### Sequential cells colored by netlist name, run 1

Scale bar: 50 um.
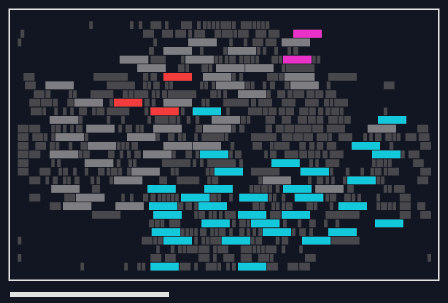
### Metal 1, run 1

Scale bar: 50 um. Supply wires on this layer in gray. Cells faint in the background.
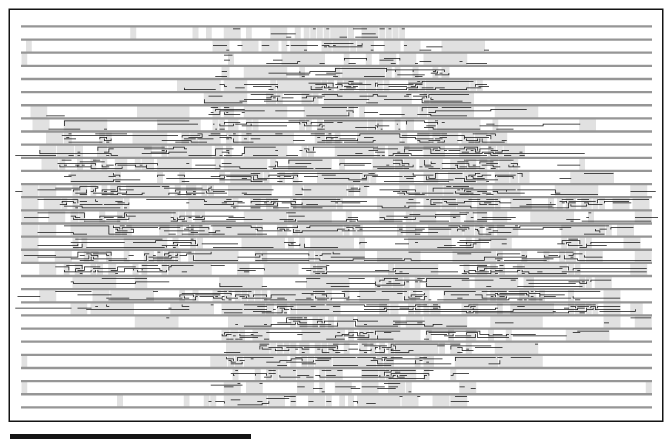
### Congestion heat map, run 1

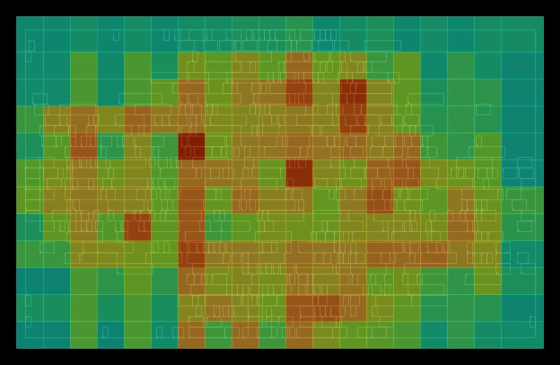
==> config.mk <==
export PLATFORM = sky130hd
export DESIGN_NAME = cmp_unit_seq
export DESIGN_NICKNAME = d
export VERILOG_FILES = /design/src/rtl/cmp_unit_seq.sv
export SDC_FILE = /design/constraint.sdc
export NUM_CORES = 1
export LEC_CHECK = 0
export CORE_AREA = 2 2 133 83
export DETAILED_ROUTE_END_ITERATION = 10
export DIE_AREA = 0 0 135 85
export HOLD_SLACK_MARGIN = 0.02
export PLACE_DENSITY = 0.8
export SYNTH_ARGS = -nofsm -noshare
export SYNTH_HDL_FRONTEND = slang
export SYNTH_SLANG_ARGS = --single-unit
==> constraint.sdc <==
create_clock -name clk -period 2.58 [get_ports clk]
set_clock_uncertainty 0.2 [all_clocks]
set_input_delay 0.516 -clock clk [delete_from_list [all_inputs] [get_ports clk]]
set_output_delay 0.516 -clock clk [all_outputs]
set_load 0.01 [all_outputs]
==> summary.txt, run 1 <==
Implementation summary

Setup slack on the worst reg-to-reg path comes out at approximately 44 ps. The power consumption is 0.00682 W. The number of cells reported by Yosys stat comes to roughly 480.

The setup slack after placement is -238 ps. The overall die height is approximately 85 um. The share of the Yosys chip area taken by registers is 47.6%. For this run, the detailed router reports a per-instance via density of between 4 and 5. In the hold timing report, the worst path depth is 2. The kind of launch point of the worst setup path is a register. The arrival time of the worst setup path is between 2000 and 3000 ps. The count of nets left with antenna violations once routing finished came out at 0. In the final timing run, aggregate negative setup slack is 0 ps. The mapped cell area is 4000 um^2. The floorplan has 29 rows. The cell resize tally after clock tree synthesis is 7. The iteration count of the initial detailed-routing pass is 5. The core utilization at floorplan is around two fifths. The post-CTS hold buffer count recorded in the log is 1. The clock tree from TritonCTS is built. The leakage component of the power was reported as between 2 and 2.5 nW.

For reference, compound AND-OR and OR-AND cells occupy 14.2% of the area reported after synthesis. The multi-input combinational cell area is 1840 um^2. The wire length of the first global-routing pass is roughly 16 mm. Clock tree synthesis inserted a total of 9 buffers. The cell sitting at the root of the clock tree is a sky130_fd_sc_hd__clkbuf_16. On the worst setup and hold paths after CTS, the clock-pin slew comes to approximately 60 ps. After global routing the overflow that remains totals 0.

The number of failing setup endpoints in the final timing report is 0. The area taken by sequential standard cells is reported as roughly 1900 um^2. For this run, the post-layout net count is roughly 620. Buffers added to address setup during post-CTS repair amount to 1. In the final layout, the fill cell count is between 900 and 1000. Summing the areas of all fa, ha and maj instances in the mapped netlist gives roughly 3.8% of the synthesized area. The final max-slew violation count recorded for this run is 0. The synthesized instance count is between 400 and 500. The maximum fanout encountered on the critical timing path is 2. In the placement report, post-DP HPWL is listed as between 6 and 7 mm. The run finished with clean final reports.

The final report lists a non-filler cell total of just under 700. The report counts max-capacitance violations totalling 0. STA reports the tightest min-delay check as being of type reg -> reg. The share of layout cells above drive strength 1 is about 7.3%. The share of the synthesized netlist area taken by xor and xnor gates is between 1 and 1.5%. The smallest setup slack after layout is 44.4 ps.

The script parses the final routing iteration and logs DRC violations as 0. Per the OpenROAD floorplan log, the area of the core is approximately 10000 um^2. Yosys reported that registers with async set or reset make up 100%. The number of antenna violations at the first check in global routing is 0.

The distinct cell type count after synthesis is ~42. The number of warning messages in the logs is 27. The depth of the worst register-to-register path is 10. The H-tree depth is 3.

The mean area per synthesized cell is 8.31 um^2. Summing all placed instances gives a cell area of between 4000 and 5000 um^2. For reference, the final report shows the hold violation count at 0. The main flop type after synthesis is sky130_fd_sc_hd__dfrtp_1. The data required time of the critical path is between 2000 and 3000 ps. The violation tally recorded at the end of detailed-routing iteration 0 is between 300 and 400. Including well taps, the total number of placed cells is 669. The die is between 100 and 150 um wide.
About 'Sequential cells colored by netlist name':
legend:
  red:
    netlist_name: `cnt_q`
    sequential_cells: 3
  magenta:
    netlist_name: `mode_q`
    sequential_cells: 2
  cyan:
    netlist_name: `a_q`
    sequential_cells: 32
not colored: 39
sequential fraction of total cell area: 37.2%
Layout Utilization: 49.7%

About 'Metal 1':
main direction: horizontal
nets with wire on the layer: 532
wire length on this layer: 4670 um
detailed-route via count: 3378
total wirelength of the detailed-routed design: 9.64 mm
met1 Use GR: 25.0%

About 'Congestion heat map':
routed length per placed instance: 14.0 um
GRT Util Overall: 17.5%
met2 Use GR: 26.1%
Most Used Layer, Global Route: met2
met3 track utilization from global routing: 5.32%

run 1: critical path, cell delays in order, from the launching register on:
cell                       delay (ps)
sky130_fd_sc_hd__dfrtp_1          350
sky130_fd_sc_hd__inv_2             50
sky130_fd_sc_hd__fa_2             410
sky130_fd_sc_hd__fa_2             390
sky130_fd_sc_hd__nor2b_4          140
sky130_fd_sc_hd__o221ai_2         110
sky130_fd_sc_hd__a21oi_2          190
sky130_fd_sc_hd__xnor2_1          130
sky130_fd_sc_hd__nand4b_1         120
sky130_fd_sc_hd__and3_1           190
sky130_fd_sc_hd__o31ai_2          170
run 1: power breakdown:
group	switching, W	internal (W)
clock	0.000507	0.000847
sequential	0.000357	0.00180
combinational	0.00192	0.00139
run 1: layer usage:
metal / up-vias / routed length [um] / share of wire, % / GRT usage, %
li1: 1665 / - / - / -
met1: 1597 / 4670 / 48 / 25.0
met2: 107 / 4220 / 44 / 26.1
met3: 9 / 642 / 6.7 / 5.32
met5: - / 0 / 0 / 0
met4: 0 / 109 / 1.1 / 4.83
run 1: cell type report:
cell class              instances  share of cell area (%)
clock inverters                 6                    1.69
flip-flops and latches         76                    37.2
well taps                     139                    3.40
inverters                      14                    1.03
multi-input cells             361                    35.9
repair buffers                 81                    16.4
clock buffers                  10                    4.47
run 1: layout by cell type (no fill, tap or decap), drive strengths merged, types with 2 or more instances in the layout:
cell type,netlist,layout
a21o,2,2
a21oi,4,4
a31oi,49,49
buf,37,9
bufinv,0,2
clkbuf,23,10
clkdlybuf4s50,0,71
clkinv,0,2
conb,1,31
dfrtp,75,75
fa,2,2
ha,9,9
inv,14,15
mux2i,3,3
nand2,142,142
nand2b,3,3
nand3b,3,3
nor2,55,55
nor2b,3,3
nor3,5,5
o21ai,29,29
o22ai,2,2
xnor2,3,3
xor2,2,2
### Wiring by layer, run 1

Only two layers are drawn.
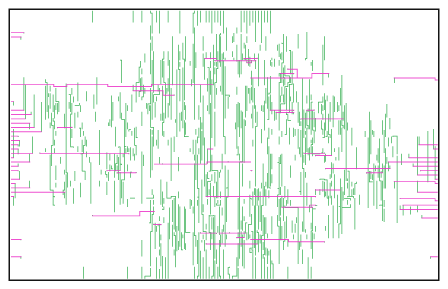

--- run 2 (diff from run 1) ---
--- a/config.mk
+++ b/config.mk
@@ -8,6 +8,7 @@
 export CORE_AREA = 2 2 133 83
 export DETAILED_ROUTE_END_ITERATION = 10
 export DIE_AREA = 0 0 135 85
+export GPL_ROUTABILITY_DRIVEN = 0
 export HOLD_SLACK_MARGIN = 0.02
 export PLACE_DENSITY = 0.8
 export SYNTH_ARGS = -nofsm -noshare
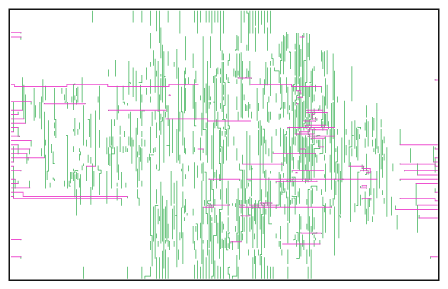
*Wiring by layer, run 2*
Only two layers are drawn.
legend:
  green:
    layer: met2
    wire_length: 4480 um
  magenta:
    layer: met3
    wire_length: 677 um
detailed-route via count: 3436
routed length per placed instance: 14.5 um
total wirelength of the detailed-routed design: 10.0 mm

==> run 2 against run 1 <==
  * The run now ends with negative setup slack left
  * Sequential power about the same
  * Critical path type unchanged
  * Die area unchanged
  * Combinational power increased by 7.6%
  * Synthesized cell count unchanged
  * Wire length increased by 3.8%
  * Cell count increased by 0.58%
  * Total power increased by 2.5%
  * Maximum frequency decreased by 5.4%
  * Setup slack got worse by 150 ps
==> summary.txt, run 2 <==
Implementation summary

The maximum fanout encountered on the critical timing path is 2. The share of the synthesized netlist area taken by xor and xnor gates is approximately 1.1%. The chip width is 135 um. Max-slew check failures listed in the final report amount to 0.

Detailed-route iteration 0 reported a violation count of between 300 and 400. The power report shows net switching accounting for 41.5% of the total. The layout summary lists the proportion of cells stronger than drive strength 1 as between 9 and 10%. The synthesis report names the predominant flop master as sky130_fd_sc_hd__dfrtp_1. The first global-routing pass estimated about 16 mm of wire.

The proportion of power drawn by the clock network is 18.1%. The most numerous cell type found on the critical path is sky130_fd_sc_hd__fa_2. The fraction of synthesized area in multiplexers is less than 1%. The smallest setup slack after layout is -101 ps. Global routing used 18.0% of the available tracks.

In the final report, the number of hold violations comes to 0. The timing report gives the biggest stage delay along the critical path as about 430 ps. The report lists the cells along the critical path as inv_2 -> fa_2 -> fa_2 -> nor2b_4 -> o22ai_2 -> xnor2_2 -> nor3_2 -> nand4b_1 -> and3_4 -> o31ai_4. The most frequent logic cell in the layout is sky130_fd_sc_hd__nand2_1. The number of inserted filler cells in the final layout is roughly 950. The adder and majority gate portion of the synthesized area is around 3.8%.

The depth of the worst register-to-register path is 10. At the later pin of the worst-skew pair, clock insertion delay measures roughly 340 ps. The number of maximum-capacitance violations recorded for the run is 0. After synthesis, flip-flops and latches occupy between 40% and 50% of the total area. Yosys reports that the most numerous cell types are sky130_fd_sc_hd__nand2_1, sky130_fd_sc_hd__dfrtp_1, sky130_fd_sc_hd__nor2_1, sky130_fd_sc_hd__a31oi_1, sky130_fd_sc_hd__buf_4. Clock tree synthesis found a total of approximately 76 sinks. The number of cell instances after yosys synthesis is about 480.

In this run the power spent charging and discharging nets is between 0.002 and 0.003 W. In the final report, the number of endpoints failing setup comes to 1. The worst hold path belongs to the class reg -> reg. The OpenROAD report gives the critical path a required time of 2630 ps.

STA classifies the critical path startpoint as a register. Per the post-synthesis stats, the area per cell is 8.31 um^2. On the reported timing paths, the clock transition at the registers reads ~60 ps. The detail-routed via count per cell is between 4 and 5. The flow ran to the end, but the final reports show violations. TritonCTS built the clock tree. Summed over all nets, the half-perimeter wirelength after detailed placement is 7.00 mm.

The arrival time of the worst setup path is about 2700 ps. Synthesis produced approximately 480 cells. The number of warning messages in the logs is 27.

Sequential cells burn 31.0% of the power. The number of clock buffers added by TritonCTS is 9. For reference, the placement row count at floorplan is 29. The relative contribution of combinational cells to total power is about half.

Per the OpenROAD floorplan log, the height of the die is roughly 85 um. The cell internal power dissipation is around 0.0041 W. Per the detail_route report, DRC violations left total 0.

Per the synthesis report, the single largest cell type by area occupies ~47% of cell area. The library cells used most frequently in the layout, excluding fill and tap cells, are sky130_fd_sc_hd__nand2_1, sky130_fd_sc_hd__dfrtp_1, sky130_fd_sc_hd__clkdlybuf4s50_1, sky130_fd_sc_hd__nor2_1, sky130_fd_sc_hd__a31oi_1. The timing report lists the critical path depth as 10 cells.

In this run the register-to-register setup slack is -100 ps. The number of antenna violations at the first check in global routing is 0. The worst path buffer plus inverter count is 1.

The leakage dissipation is 2.33 nW. For this run, the share of the core covered by cells in the final layout is between 50% and 60%. The kind of cell with the highest combined delay along the critical path is adder cells. The remaining global-route overflow is 0. Entering global routing, the biggest net connects slightly below 70 pins. After Yosys synthesis, AND-OR and OR-AND compound gates account for 14.2% of the synthesized area. The cell type that accounts for the most area after synthesis is sky130_fd_sc_hd__dfrtp_1. The final reports fail on negative setup slack. The instance area at placement is about 4800 um^2. The floorplan core area is between 10000 and 15000 um^2. The proportion of register bits with asynchronous set or reset after synthesis is 100%. CTS placed an instance of sky130_fd_sc_hd__clkbuf_16 at the clock tree root. The number of antenna-violating nets in the routed design is 0.

Per the CTS log, the maximum H-tree level is 3. The mapped cell area is ~4000 um^2. The number of nets in the final layout is 628. Along the worst hold path, the cell count comes to 2.

At the floorplan stage, the core utilization is reported as just under 40%. The iteration count of the initial detailed-routing pass is 4. The distinct cell type count after synthesis is between 40 and 50. The cell with the largest stage delay on the worst path is sky130_fd_sc_hd__fa_2.
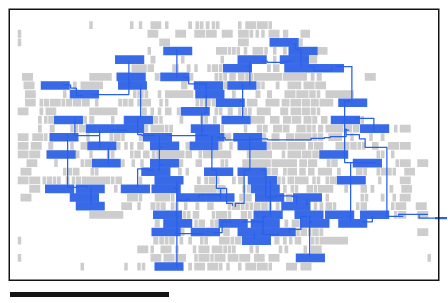
*Wires at chosen ports, followed through buffers, run 2*
Scale bar: 50 um.
legend:
  blue:
    port: `rst_n`
    bits: 1
    direction: input
    edge: east
    end_cells: 76
    buffers: 5
    wire: 624 um
number of buffer cells added on primary ports: 72
number of top-level design ports: 104

[run 2: cell counts after synthesis]
No cell type changed its count.
[run 2: final cells by class]
| type | instances | area, um^2 | area share [%] |
|---|---|---|---|
| inverters | 14 | 52.6 | 1.02 |
| clock inverters | 4 | 47.5 | 0.921 |
| multi-input cells | 361 | 1880 | 36.3 |
| flip-flops and latches | 76 | 1900 | 36.8 |
| repair buffers | 85 | 856 | 16.6 |
| well taps | 139 | 174 | 3.37 |
| clock buffers | 12 | 256 | 4.97 |
[run 2: repair_timing]
item                                    CTS  global route
endpoints found under the hold margin    31             0
pin swaps                                 3            14
hold buffers                              1             0
buffers inserted                          1             1
resized                                   4            11
endpoints found under the setup margin    1             1
[run 2: routing by layer]
layer	part of all wire, %	global-route usage, %	up-vias
li1	-	-	1664
met4	1.4	5.87	0
met3	6.8	4.90	16
met1	47	25.2	1628
met5	0	0	-
met2	45	27.4	128
[run 2: cell families after synthesis]
kind of cell    Yosys count
flops                    76
xor+xnor                  5
simple gates            219
other cells               1
compound gates           92
buf+inv                  74
fa+ha+maj                11
mux                       3
[run 2: power groups by stage]
stage / registers, W / logic (W) / clock network, W
3_5_place_dp: 0.00217 / 0.00325 / 0
5_1_grt: 0.00223 / 0.00396 / 0.00134
4_1_cts: 0.00216 / 0.00334 / 0.00129
6_report: 0.00217 / 0.00356 / 0.00127
3_3_place_gp: 0.00214 / 0.00311 / 0
2_1_floorplan: 0.00204 / 0.00250 / 0
[run 2: metrics by stage]
step	worst slack (ps)	instances	total power, W	setup TNS [ps]
2_1_floorplan	0.165	511	0.00454	0
5_1_grt	-194	691	0.00754	-269
4_1_cts	7.08	690	0.00679	0
3_5_place_dp	-130	672	0.00542	-130
6_report	-101	691	0.00699	-101
3_3_place_gp	-66.7	672	0.00525	-66.7
Power and IR drop assume default switching activity.
